<file path="config.mk">
export PLATFORM = sky130hd
export DESIGN_NAME = axi_lite_cmd_master
export DESIGN_NICKNAME = d
export VERILOG_FILES = /design/src/rtl/axi_lite_cmd_master.sv
export SDC_FILE = /design/constraint.sdc
export NUM_CORES = 1
export LEC_CHECK = 0
export ABC_CLOCK_PERIOD_IN_PS = 3400
export CORE_UTILIZATION = 41
export CTS_BUF_LIST = sky130_fd_sc_hd__clkbuf_4 sky130_fd_sc_hd__clkbuf_8 sky130_fd_sc_hd__clkbuf_16
export DETAILED_ROUTE_END_ITERATION = 16
export GPL_ROUTABILITY_DRIVEN = 0
export GPL_TIMING_DRIVEN = 0
export HOLD_SLACK_MARGIN = 0.03
export PLACE_DENSITY_LB_ADDON = 0.3
export SYNTH_ARGS = -nofsm -noshare
export SYNTH_HDL_FRONTEND = slang
export SYNTH_SLANG_ARGS = --single-unit
</file>
<file path="constraint.sdc">
create_clock -name M_AXI_ACLK -period 3.4 [get_ports M_AXI_ACLK]
set_clock_uncertainty 0.1 [all_clocks]
set_input_delay 0.85 -clock M_AXI_ACLK [delete_from_list [all_inputs] [get_ports M_AXI_ACLK]]
set_output_delay 0.85 -clock M_AXI_ACLK [all_outputs]
set_load 0.02 [all_outputs]
</file>
<file path="src/rtl/axi_lite_cmd_master.sv">
// -----------------------------------------------------------------------------
// axi_lite_cmd_master
//
// AXI4-Lite initiator that turns single-beat commands from a local engine into
// AXI4-Lite read or write transactions. Only one transaction is in flight at a
// time, and every accepted command produces exactly one response pulse.
//
// Ports
//   M_AXI_ACLK / M_AXI_ARESET   clock, synchronous active-high reset
//   CMD_*                       command side: valid/ready, read-not-write,
//                               byte offset, write data, write strobes
//   RSP_*                       one-cycle completion pulse with read data
//                               (0 for writes) and the slave's BRESP/RRESP
//   M_AXI_AW* / W* / B*         AXI4-Lite write address, data and response
//   M_AXI_AR* / R*              AXI4-Lite read address and data
// -----------------------------------------------------------------------------
module axi_lite_cmd_master #(
    parameter int C_M_AXI_ADDR_WIDTH = 32,
    parameter int C_M_AXI_DATA_WIDTH = 32,
    parameter logic [C_M_AXI_ADDR_WIDTH-1:0] C_BASEADDR = 32'h72400000
) (
    input  logic                              M_AXI_ACLK,
    input  logic                              M_AXI_ARESET,

    input  logic                              CMD_VALID,
    output logic                              CMD_READY,
    input  logic                              CMD_RNW,
    input  logic [C_M_AXI_ADDR_WIDTH-1:0]     CMD_ADDR,
    input  logic [C_M_AXI_DATA_WIDTH-1:0]     CMD_WDATA,
    input  logic [C_M_AXI_DATA_WIDTH/8-1:0]   CMD_WSTRB,

    output logic                              RSP_VALID,
    output logic [C_M_AXI_DATA_WIDTH-1:0]     RSP_RDATA,
    output logic [1:0]                        RSP_RESP,

    output logic [C_M_AXI_ADDR_WIDTH-1:0]     M_AXI_AWADDR,
    output logic                              M_AXI_AWVALID,
    input  logic                              M_AXI_AWREADY,
    output logic [C_M_AXI_DATA_WIDTH-1:0]     M_AXI_WDATA,
    output logic [C_M_AXI_DATA_WIDTH/8-1:0]   M_AXI_WSTRB,
    output logic                              M_AXI_WVALID,
    input  logic                              M_AXI_WREADY,
    input  logic [1:0]                        M_AXI_BRESP,
    input  logic                              M_AXI_BVALID,
    output logic                              M_AXI_BREADY,

    output logic [C_M_AXI_ADDR_WIDTH-1:0]     M_AXI_ARADDR,
    output logic                              M_AXI_ARVALID,
    input  logic                              M_AXI_ARREADY,
    input  logic [C_M_AXI_DATA_WIDTH-1:0]     M_AXI_RDATA,
    input  logic [1:0]                        M_AXI_RRESP,
    input  logic                              M_AXI_RVALID,
    output logic                              M_AXI_RREADY
);

    typedef enum logic [2:0] {
        IDLE,
        WR_AW_W,
        WR_B,
        RD_AR,
        RD_R,
        DONE
    } state_t;

    state_t                              state;
    logic [C_M_AXI_ADDR_WIDTH-1:0]       addr_q;

    // A single latched address serves both channels; only one of AWVALID or
    // ARVALID is ever raised for a given command.
    assign M_AXI_AWADDR = addr_q;
    assign M_AXI_ARADDR = addr_q;

    // Whole transaction sequencer. Every output is a register so nothing
    // combinationally depends on the slave's READY/VALID inputs.
    always_ff @(posedge M_AXI_ACLK) begin
        if (M_AXI_ARESET) begin
            state         <= IDLE;
            CMD_READY     <= 1'b0;
            RSP_VALID     <= 1'b0;
            RSP_RDATA     <= '0;
            RSP_RESP      <= 2'b00;
            addr_q        <= '0;
            M_AXI_WDATA   <= '0;
            M_AXI_WSTRB   <= '0;
            M_AXI_AWVALID <= 1'b0;
            M_AXI_WVALID  <= 1'b0;
            M_AXI_BREADY  <= 1'b0;
            M_AXI_ARVALID <= 1'b0;
            M_AXI_RREADY  <= 1'b0;
        end else begin
            case (state)
                IDLE: begin
                    // CMD_READY comes up one cycle after entering IDLE from reset.
                    if (CMD_VALID && CMD_READY) begin
                        CMD_READY <= 1'b0;
                        // Base + offset wraps naturally at the address width.
                        addr_q    <= C_BASEADDR + CMD_ADDR;
                        if (CMD_RNW) begin
                            M_AXI_ARVALID <= 1'b1;
                            state         <= RD_AR;
                        end else begin
                            M_AXI_WDATA   <= CMD_WDATA;
                            M_AXI_WSTRB   <= CMD_WSTRB;
                            M_AXI_AWVALID <= 1'b1;
                            M_AXI_WVALID  <= 1'b1;
                            state         <= WR_AW_W;
                        end
                    end else begin
                        CMD_READY <= 1'b1;
                    end
                end

                WR_AW_W: begin
                    // Each channel retires on its own handshake; a low VALID
                    // here means that channel has already completed.
                    if (M_AXI_AWVALID && M_AXI_AWREADY) begin
                        M_AXI_AWVALID <= 1'b0;
                    end
                    if (M_AXI_WVALID && M_AXI_WREADY) begin
                        M_AXI_WVALID <= 1'b0;
                    end
                    if ((!M_AXI_AWVALID || M_AXI_AWREADY) &&
                        (!M_AXI_WVALID  || M_AXI_WREADY)) begin
                        M_AXI_BREADY <= 1'b1;
                        state        <= WR_B;
                    end
                end

                WR_B: begin
                    if (M_AXI_BVALID) begin
                        M_AXI_BREADY <= 1'b0;
                        RSP_RESP     <= M_AXI_BRESP;
                        RSP_RDATA    <= '0;
                        RSP_VALID    <= 1'b1;
                        state        <= DONE;
                    end
                end

                RD_AR: begin
                    if (M_AXI_ARREADY) begin
                        M_AXI_ARVALID <= 1'b0;
                        M_AXI_RREADY  <= 1'b1;
                        state         <= RD_R;
                    end
                end

                RD_R: begin
                    if (M_AXI_RVALID) begin
                        M_AXI_RREADY <= 1'b0;
                        RSP_RESP     <= M_AXI_RRESP;
                        RSP_RDATA    <= M_AXI_RDATA;
                        RSP_VALID    <= 1'b1;
                        state        <= DONE;
                    end
                end

                DONE: begin
                    // Response fields stay put until the next completion.
                    RSP_VALID <= 1'b0;
                    CMD_READY <= 1'b1;
                    state     <= IDLE;
                end

                default: begin
                    state <= IDLE;
                end
            endcase
        end
    end

endmodule
</file>
Figure 1. The clock network.
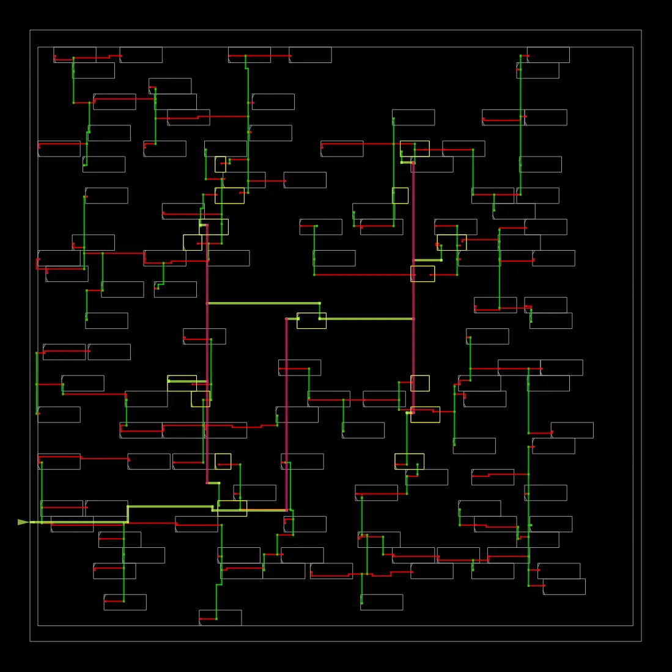
# clock sinks: 112
clock latency on the worst-skew pair: 0.38 ns
Num CTS Buffers: 9
Clock Power: 0.000758 W

Figure 2. I/O nets highlighted.
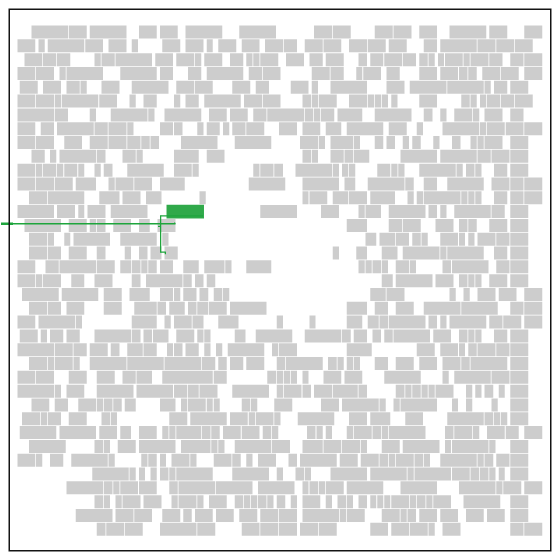
- green: M_AXI_ARVALID (bits 1; direction output; end cells 1; wire 49.3 microns)
Top-Level Pins: 254
PortBufs: 253

==> results.json <==
{
  "fp_util_pct": 42.8,
  "synthArstFlopShare_pct": 0,
  "startpoint": "M_AXI_ARADDR[31]",
  "powerComb_w": 0.00144,
  "inverters_excl_clock": 6,
  "synth.area.top_cells": "dfxtp_1 (50%), nand2_1 (11%), a21oi_1 (7.8%)",
  "pwr-share-seq_pct": 41.7,
  "ys.flops": 112,
  "synth_cells": 527,
  "clock_cell_area_share_pct": 2.47,
  "hold_class": "flip-flop to flip-flop",
  "die_h_microns": 106,
  "seq_share_pct": 30.5,
  "critical_path_class": "flip-flop to output port",
  "power_density_nw_per_um2": 514,
  "ys_seq_share_pct": 50.2,
  "cp_max_fo": 3,
  "seq_area_sq_um": 2240,
  "wl_per_cell_microns": 14.7,
  "power.leakage_nw": 2.68,
  "holdPathStages": 2,
  "fin_crit_ns": 2.44,
  "signal_buffers": 321,
  "comb_share_pct": 24.1,
  "crit_slowest_cell": "clkdlybuf4s50_1",
  "cp-start-kind": "flip-flop",
  "status": "finished, final reports clean",
  "grt_util_met3_pct": 6.56,
  "dp_hpwl_microns": 10900,
  "post-route-period-util_pct": 71.9,
  "warnings": 26,
  "post-cts-setup-buffer-count": 0,
  "cts_max_level": 3,
  "final_common_cell": "clkdlybuf4s50_1",
  "netSwitchingFraction_pct": 34.6,
  "worst-r2r-cell-count": 7,
  "finalHoldViolations": 0,
  "cp-end-kind": "output port",
  "grt_max_degree": 20,
  "antenna_found_initial": 0,
  "use_met2_pct": 44.1,
  "final_cell_mix": "clkdlybuf4s50_1 (253), nand2_1 (125), dfxtp_1 (112)",
  "yosys-stat-area_sq_um": 4460,
  "track_usage_pct": 24.1,
  "stdcell_count": 932,
  "maxCapViolations": 0,
  "drt-initial-drc-count": 181,
  "synth.distinct_cells": 43,
  "ys_sh_xor_pct": 1.18,
  "power_leader": "sequential cells",
  "rsz0062_at_grt": "false",
  "nFillCells": 840,
  "ys_warn_count": 0,
  "p_int_w": 0.00247,
  "synth.comb.largest_family": "simple AND/OR/NAND/NOR gates",
  "seq-power_w": 0.00158,
  "n_clock_buffer": 10,
  "path_cells": "buf_4 -> clkdlybuf4s50_1",
  "endpoint": "M_AXI_AWADDR[31]",
  "ctsRootBufferMaster": "clkbuf_8",
  "pwr-share-comb_pct": 38.2,
  "layout.nonclk_buf_share_pct": 40.3,
  "setup_tns_ns": 0,
  "finalPower_w": 0.00378
}
worst max-delay path, delay by kind of cell, from the launching register on:
kind / cells / cell delay [ns]
flip-flops: 1 / 0.42
buffers and inverters: 2 / 0.71
registers in the layout, summed over array words and instances, names as in the netlist:
register / cells
M_AXI_WVALID: 1
M_AXI_ARADDR: 32
RSP_VALID: 1
CMD_READY: 1
M_AXI_WDATA: 32
M_AXI_ARVALID: 1
M_AXI_AWVALID: 1
state: 3
M_AXI_RREADY: 1
RSP_RESP: 2
M_AXI_WSTRB: 4
RSP_RDATA: 32
M_AXI_BREADY: 1
metal layers:
layer | share of wire, % | wire [microns]
met1 | 38 | 5210
met2 | 52 | 7100
met3 | 8.3 | 1140
met4 | 2.1 | 289
met5 | 0 | 0
Power and IR drop assume default switching activity.
